## src/rtl/mod_symbol_scheduler.sv

```systemverilog
// Symbol scheduler for the configurable digital modulator: takes bytes over valid/ready,
// serialises them MSB-first at a fixed symbol rate and keys two internal carrier tones by mode.
module mod_symbol_scheduler #(
  parameter int DIV0     = 250,
  parameter int DIV1     = 125,
  parameter int SYM_CLKS = 5000,
  parameter int DATA_W   = 8
) (
  input  logic              clk,
  input  logic              rst,
  input  logic [1:0]        mode,
  input  logic [DATA_W-1:0] s_data,
  input  logic              s_valid,
  output logic              s_ready,
  output logic              mod_out,
  output logic              busy,
  output logic              sym_bit,
  output logic              sym_strobe,
  output logic              frame_done
);

  localparam int SYM_W = (SYM_CLKS > 1) ? $clog2(SYM_CLKS) : 1;
  localparam int BIT_W = (DATA_W > 1) ? $clog2(DATA_W) : 1;
  localparam int C0_W  = (DIV0 > 1) ? $clog2(DIV0) : 1;
  localparam int C1_W  = (DIV1 > 1) ? $clog2(DIV1) : 1;

  localparam logic [SYM_W-1:0] SYM_LAST = SYM_W'(SYM_CLKS - 1);
  localparam logic [BIT_W-1:0] BIT_LAST = BIT_W'(DATA_W - 1);
  localparam logic [C0_W-1:0]  C0_LAST  = C0_W'(DIV0 - 1);
  localparam logic [C1_W-1:0]  C1_LAST  = C1_W'(DIV1 - 1);

  typedef enum logic {
    IDLE   = 1'b0,
    ACTIVE = 1'b1
  } state_t;

  typedef enum logic [1:0] {
    MODE_BASK = 2'b00,
    MODE_BPSK = 2'b01,
    MODE_BFSK = 2'b10,
    MODE_OFF  = 2'b11
  } mode_t;

  state_t             state, state_nxt;
  mode_t              mode_l;
  logic [DATA_W-1:0]  shreg;
  logic [BIT_W-1:0]   bit_idx;
  logic [SYM_W-1:0]   sym_cnt;
  logic [C0_W-1:0]    cnt0;
  logic [C1_W-1:0]    cnt1;
  logic               ph0, ph1;

  logic               cur_bit;
  logic               sym_end;
  logic               word_end;
  logic               mode_ok;
  logic               xfer;
  logic               m;

  assign cur_bit  = shreg[DATA_W-1];
  assign sym_end  = (sym_cnt == SYM_LAST);
  assign word_end = sym_end && (bit_idx == '0);
  assign mode_ok  = (mode_t'(mode) != MODE_OFF);

  // Next-state, handshake and pre-output keying.
  // NOTE: every signal driven here gets a default first so no latch can be inferred.
  always_comb begin
    state_nxt = state;
    s_ready   = 1'b0;
    xfer      = 1'b0;
    m         = 1'b0;
    case (state)
      IDLE: begin
        s_ready = mode_ok;
        xfer    = s_valid && s_ready;
        if (xfer) state_nxt = ACTIVE;
      end
      ACTIVE: begin
        s_ready = mode_ok && word_end;
        xfer    = s_valid && s_ready;
        if (word_end && !xfer) state_nxt = IDLE;
        case (mode_l)
          MODE_BASK: m = cur_bit ? ph0 : 1'b0;
          MODE_BPSK: m = cur_bit ? ph0 : ~ph0;
          MODE_BFSK: m = cur_bit ? ph1 : ph0;
          default:   m = 1'b0;
        endcase
      end
      default: state_nxt = IDLE;
    endcase
  end

  // NOTE: sequential state uses non-blocking assignments so every register samples pre-edge values.
  always_ff @(posedge clk or posedge rst) begin
    if (rst) state <= IDLE;
    else     state <= state_nxt;
  end

  // Serialiser and carrier datapath.
  // NOTE: every datapath register is reset here because frames must restart from a known phase.
  always_ff @(posedge clk or posedge rst) begin
    if (rst) begin
      mode_l  <= MODE_BASK;
      shreg   <= '0;
      bit_idx <= '0;
      sym_cnt <= '0;
      cnt0    <= '0;
      cnt1    <= '0;
      ph0     <= 1'b0;
      ph1     <= 1'b0;
    end else begin
      case (state)
        IDLE: begin
          if (xfer) begin
            shreg   <= s_data;
            bit_idx <= BIT_LAST;
            sym_cnt <= '0;
            mode_l  <= mode_t'(mode);
            cnt0    <= '0;
            cnt1    <= '0;
            ph0     <= 1'b0;
            ph1     <= 1'b0;
          end
        end
        ACTIVE: begin
          // Carriers free-run across word boundaries so back-to-back frames stay phase-continuous.
          if (cnt0 == C0_LAST) begin
            cnt0 <= '0;
            ph0  <= ~ph0;
          end else begin
            cnt0 <= cnt0 + C0_W'(1);
          end
          if (cnt1 == C1_LAST) begin
            cnt1 <= '0;
            ph1  <= ~ph1;
          end else begin
            cnt1 <= cnt1 + C1_W'(1);
          end

          if (sym_end) begin
            sym_cnt <= '0;
            if (bit_idx != '0) begin
              bit_idx <= bit_idx - BIT_W'(1);
              shreg   <= shreg << 1;
            end else if (xfer) begin
              shreg   <= s_data;
              bit_idx <= BIT_LAST;
              mode_l  <= mode_t'(mode);
            end
          end else begin
            sym_cnt <= sym_cnt + SYM_W'(1);
          end
        end
        default: ;
      endcase
    end
  end

  // Registered outputs: one clk behind internal state so strobes align with the last output clk.
  always_ff @(posedge clk or posedge rst) begin
    if (rst) begin
      mod_out    <= 1'b0;
      busy       <= 1'b0;
      sym_bit    <= 1'b0;
      sym_strobe <= 1'b0;
      frame_done <= 1'b0;
    end else begin
      mod_out    <= m;
      busy       <= (state == ACTIVE);
      sym_bit    <= (state == ACTIVE) && cur_bit;
      sym_strobe <= (state == ACTIVE) && sym_end;
      frame_done <= (state == ACTIVE) && word_end;
    end
  end

endmodule

```

## config.mk

```make
export PLATFORM = sky130hd
export DESIGN_NAME = mod_symbol_scheduler
export DESIGN_NICKNAME = d
export VERILOG_FILES = /design/src/rtl/mod_symbol_scheduler.sv
export SDC_FILE = /design/constraint.sdc
export NUM_CORES = 1
export LEC_CHECK = 0
export CAP_MARGIN = 20
export CORE_MARGIN = 8
export CORE_UTILIZATION = 60
export DETAILED_ROUTE_END_ITERATION = 8
export DONT_BUFFER_PORTS = 1
export PLACE_DENSITY = 0.76
export RECOVER_POWER = 25
export SYNTH_ARGS = -nofsm -noshare
export SYNTH_HDL_FRONTEND = slang
export SYNTH_SLANG_ARGS = --single-unit
```

## constraint.sdc

```tcl
create_clock -name clk -period 4.3 [get_ports clk]
set_input_delay 0.43 -clock clk [delete_from_list [all_inputs] [get_ports clk]]
set_output_delay 0.43 -clock clk [all_outputs]
set_load 0.05 [all_outputs]
```

**Run 1: sequential cells coloured by netlist name**

The bar under the picture is 20 um long. Other sequential cells in the stronger grey, the rest of the logic in the fainter grey.
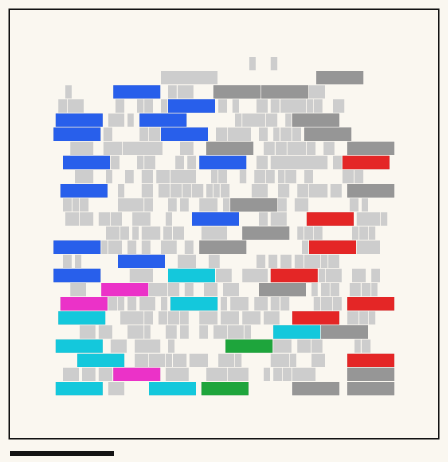
| netlist name | colour | placed flops |
|---|---|---|
| `bit_idx` | magenta | 3 |
| `sym_cnt` | blue | 13 |
| `shreg` | cyan | 8 |
| `mode_l` | green | 2 |
| `cnt1` | red | 7 |
sequential share of cell area: 43.99%
post-route core utilization: 64.92%

**Run 1: cell outlines without signal wires**

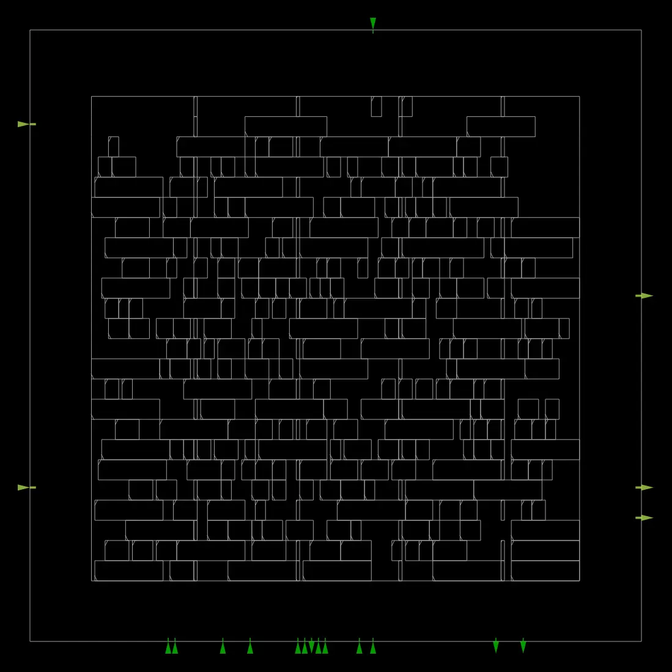
tap cells: 52
Filler Cell Count: 378

**Run 1: wires at chosen ports, followed through buffers**

The bar under the picture is 20 um long.
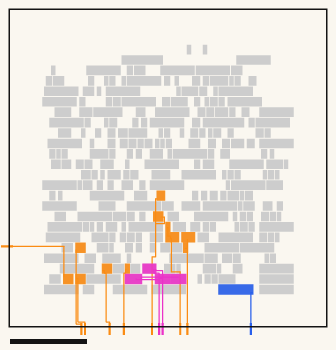
| port | colour | bits | direction | end cells | buffers | wire |
|---|---|---|---|---|---|---|
| `s_data` | orange | 8 | input | 11 | 0 | 179 um |
| `mode` | magenta | 2 | input | 4 | 0 | 50.0 um |
| `mod_out` | blue | 1 | output | 1 | 0 | 8.80 um |
I/O pin cnt: 19
Buffers on Ports: 0

==> flow_summary.ini, run 1 <==
; physical design summary
[run_status]
status = finished clean

[finish]
layout.cells.non_filler = 322
seq_area_sq_mm = 0.001226
largest_register = sym_cnt
layout.area.comb_sq_mm = 0.001299
fin_area_sq_mm = 0.002788
antenna_cells = 0

[placement]
preCtsSetupSlack_ps = 1634
post_dp_cell_area_sq_mm = 0.002650
place_congestion = 0.8277

[power_and_ir_drop]
cell_internal_pwr_mw = 0.7015
logic_power_comb_mw = 0.0200
maxPowerGroup = registers
powerClk_mw = 0.391
power.sequential.total_mw = 0.469
power_leakage_nw = 1.186
total_switching_power_mw = 0.1787
cell_area_power_density_mw_per_mm2 = 315.7

[yosys]
synth-xor-area-share_pct = 2.649
synth-area-yosys_sq_mm = 0.002645
yosys.area_share.adder_pct = 3.784
netlist.area_leader.share_pct = 46.36
yosysWarnings = 0
synth-simple-area-share_pct = 20.06
post_synth_ao_oa_area_fraction_pct = 19.68
yosys-stat-cells = 274
ys_top_logic_family = simple AND/OR/NAND/NOR gates
synthesis.area_per_instance_sq_um = 9.653
synth_area_leader_cell = sky130_fd_sc_hd__dfrtp_1
mappedNetlistArea_sq_mm = 0.002645
fp_nets = 295
netlist_instances = 274
enable_flop_cells = 0
postSynthSeqShare_pct = 46.36
synth.distinct_cells = 51
async_reset_ff_share_pct = 100.0
muxShareOfSynthArea_pct = 2.744

[critical_path]
critPathMaxFanout = 30
setup.worst_path.end_class = primary output
timing.critical_path.slowest_cell_delay_ps = 760
worstPathRequired_ps = 3870

[cts]
cts.hold.buffers_added = 0
clock_latency_ps = 310
cts_buffers = 5
clock_path_buffers = 2
post_cts_buffers = 0
clock-sinks = 49

[die]
die_width_um = 82.40
die-area_sq_mm = 0.006789
core-area_sq_mm = 0.004294
initial_utilization_pct = 61.60

[sta]
final_setup_margin_ps = 1239
clock.fmax_mhz = 326.7
fin_worst_skew_ps = 9.382
grt_setup_unrepaired = no

[route]
drt-initial-drc-count = 147
number_of_detailed_routing_iterations_run_before_antenna_repair = 4
antenna_left = 0
wl_per_cell_um = 17.24

[grt]
global_route.usage.total_pct = 17.55
grt_start_max_net_pins = 50
grt-ovfl-total = 0
grt_use_met2_pct = 28.58
gr-usage-met1_pct = 22.13
grtUsageMet3_pct = 4.004
grt-busiest-layer = met2

[job]
max_cap_viol_count = 0
[run 1: path summary, 6_finish.rpt]
kind / start / end / slack [ps] / cells after the start
worst max register to register: state / sym_cnt[11] / 1730 / 4
worst min-delay path: rst / cnt1[0] / 200 / 1
worst min register to register: bit_idx[0] / bit_idx[0] / 490 / 1
min in group clk: s_data[0] / shreg[0] / 230 / 2
worst max-delay path: state / s_ready / 1240 / 3
max in group asynchronous: rst / sym_cnt[9] / 2360 / 2
[run 1: placed cells by master (no fill, tap or decap), types with 4 or more instances in the layout]
cell type,n
sky130_fd_sc_hd__dfrtp_1,49
sky130_fd_sc_hd__o21ai_0,26
sky130_fd_sc_hd__nand2_1,26
sky130_fd_sc_hd__nand3_1,17
sky130_fd_sc_hd__a21oi_1,15
sky130_fd_sc_hd__inv_1,14
sky130_fd_sc_hd__nand4_1,8
sky130_fd_sc_hd__a31oi_1,8
sky130_fd_sc_hd__ha_1,8
sky130_fd_sc_hd__xor2_1,7
sky130_fd_sc_hd__nor2_1,7
sky130_fd_sc_hd__mux2i_1,5
sky130_fd_sc_hd__o2bb2ai_1,5
sky130_fd_sc_hd__clkbuf_8,5
sky130_fd_sc_hd__and3_1,4
sky130_fd_sc_hd__or3_1,4
sky130_fd_sc_hd__a22oi_1,4
[run 1: worst max-delay path: cells and delay by family, from the launching register on]
kind | cells | cell delay [ps]
flops | 1 | 720
simple gates | 1 | 250
compound gates | 1 | 760
buf+inv | 1 | 590
[run 1: area by class of cell]
cell class	instances	share of cell area, %
sequential	49	43.99
timing repair buffer	2	0.4040
multi-input combinational	197	46.59
clock buffer	5	2.469
tap	52	2.334
clock inverter	3	2.334
inverter	14	1.885
[run 1: metal layers]
metal	up-vias	wire [um]
li1	1005	-
met1	1000	2557
met2	48	2695
met3	7	224
met4	0	73
met5	-	0
## Run 2: what changed since run 1
Clock period 4.3 ns to 2.86 ns, I/O delays scaled along.
**Run 2: PDN straps and rails**

The bar under the picture is 20 um long. Pins as bars on the die edge. Tap cells in grey.
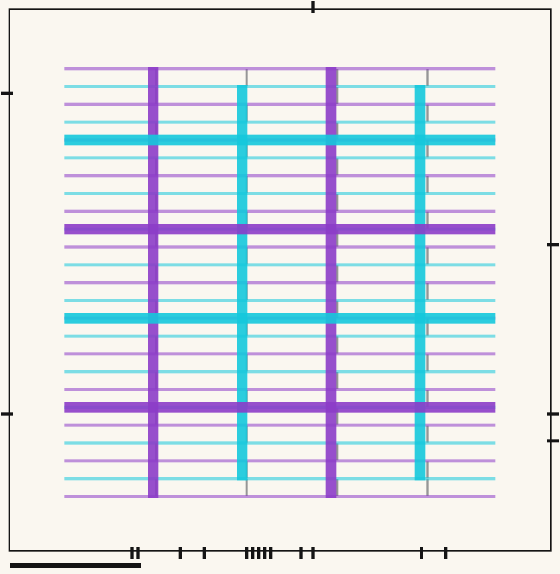
| net | colour |
|---|---|
| VSS | purple |
| VDD | cyan |
met4 straps: 4
rows: 24
tap cells: 52
met5 straps: 4
Floorplan Core Area: 0.004294 sq mm
maximum resistive drop on vdd: 0.0004456 V

**Run 2: local utilization**

The bar under the picture is 20 um long. The die is cut into 8 by 8 equal tiles; white is low, dark blue is high, 0 to 100% covered.
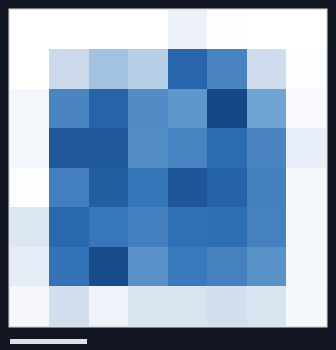
tiles over 75% full: 19%
mean over tiles: 41%
densest ninth of the die: centre
nearly empty tiles: 16%
fullest tile: 91%
post-route core utilization: 65.62%
fraction of the core area occupied by cells at floorplan: 61.60%

==> flow_summary.ini, run 2 <==
; physical design summary
[critical_path]
setup.worst_path.end_class = primary output
capturing_point_of_the_worst_reg2reg_path = mode_l[0]
critPathMaxFanout = 7
r2r_slack_ps = 620
critical_path.reg2reg.startpoint = state
worstPathRequired_ps = 2570
ff2ff_path_depth = 4

[worst_hold_path]
whs_endpoint = shreg[0]
startpoint_of_the_lowest_slack_hold_path = s_data[0]
hold-path-cell-count = 2

[sta]
fin_worst_skew_ps = 7.354
grt_setup_unrepaired = no
clock.fmax_mhz = 431.9

[yosys]
ys_top_logic_family = simple AND/OR/NAND/NOR gates
synth-xor-area-share_pct = 2.649
synth.distinct_cells = 51
fp_nets = 295
synth-simple-area-share_pct = 20.06
enable_flop_cells = 0
async_reset_ff_share_pct = 100.0
postSynthSeqShare_pct = 46.36
netlist.area_leader.share_pct = 46.36
post_synth_ao_oa_area_fraction_pct = 19.68
yosys.area_share.adder_pct = 3.784
synth_area_leader_cell = sky130_fd_sc_hd__dfrtp_1
synthesis.area_per_instance_sq_um = 9.653
muxShareOfSynthArea_pct = 2.744

[power_and_ir_drop]
power_leakage_nw = 1.204
cell_area_power_density_mw_per_mm2 = 464.7

[placement]
place_congestion = 0.8044
preCtsSetupSlack_ps = 826.2
port_buffers = 0
post_dp_cell_area_sq_mm = 0.002673

[finish]
mostFrequentLayoutCell = sky130_fd_sc_hd__dfrtp_1
largest_register = sym_cnt
seq_area_sq_mm = 0.001226
most-common-layout-cells = sky130_fd_sc_hd__dfrtp_1 (49), sky130_fd_sc_hd__o21ai_0 (26), sky130_fd_sc_hd__nand2_1 (26)
final.fill_count = 351
layout.cells.non_filler = 326
fin_area_sq_mm = 0.002818

[die]
die-area_sq_mm = 0.006789
die_width_um = 82.40

[cts]
clock_path_buffers = 2
clock-sinks = 49
cts.hold.buffers_added = 0
cts_buffers = 5
clock_latency_ps = 310

[route]
antenna_left = 0
number_of_detailed_routing_iterations_run_before_antenna_repair = 4

[grt]
grt-ovfl-total = 0
global_route.usage.total_pct = 17.47
grt_start_max_net_pins = 50

[run_status]
status = finished clean
-- run 2: cell counts after synthesis --
No cell type changed its count.
-- run 2: logic make-up (layout without fill, tap and decap cells) --
group                      after synthesis  after routing
DFF                                     49             49
AOI/OAI and AO/OA                       80             80
buffers and inverters                   28             28
adders and majority gates                8              8
and+or+nand+nor                         94             94
muxes                                    7              7
xor gates and xnor gates                 8              8
-- run 2: worst max path at each step --
stage	startpoint	end	slack (ps)	cells after the start
3_5_place_dp	sym_cnt[3]	mode_l[0]	830	4
5_1_grt	sym_cnt[3]	s_ready	380	5
3_3_place_gp	sym_cnt[3]	mode_l[0]	870	4
4_1_cts	sym_cnt[3]	s_ready	550	5
2_1_floorplan	sym_cnt[3]	s_ready	90	4
6_report	sym_cnt[3]	s_ready	540	5
-- run 2: area by class of cell --
| type | instances | share of cell area [%] |
|---|---|---|
| clock buffers | 5 | 2.442 |
| clock inverters | 3 | 2.309 |
| inverters | 14 | 1.865 |
| multi-input cells | 197 | 46.09 |
| flip-flops and latches | 49 | 43.52 |
| well taps | 52 | 2.309 |
| repair buffers | 6 | 1.465 |
-- run 2: power by group --
| part | switching (mW) | internal (mW) | leakage, nW |
|---|---|---|---|
| Clock | 0.226 | 0.347 | 0.0681 |
| Sequential | 0.00644 | 0.699 | 0.587 |
| Combinational | 0.0220 | 0.00957 | 0.548 |
-- run 2: per-layer routing --
metal / vias to the layer above / global-route usage (%) / part of all wire (%)
met5: - / 0 / 0
met4: 0 / 7.895 / 1.1
met3: 5 / 3.247 / 4.4
met2: 42 / 27.49 / 48
met1: 967 / 22.88 / 47
li1: 1009 / - / -
-- run 2: critical path: cells and delay by family (launching register included) --
family | cells | cell delay [ps]
flops | 1 | 460
simple gates | 1 | 480
buf+inv | 2 | 420
compound gates | 2 | 360
Power and IR drop assume default switching activity.
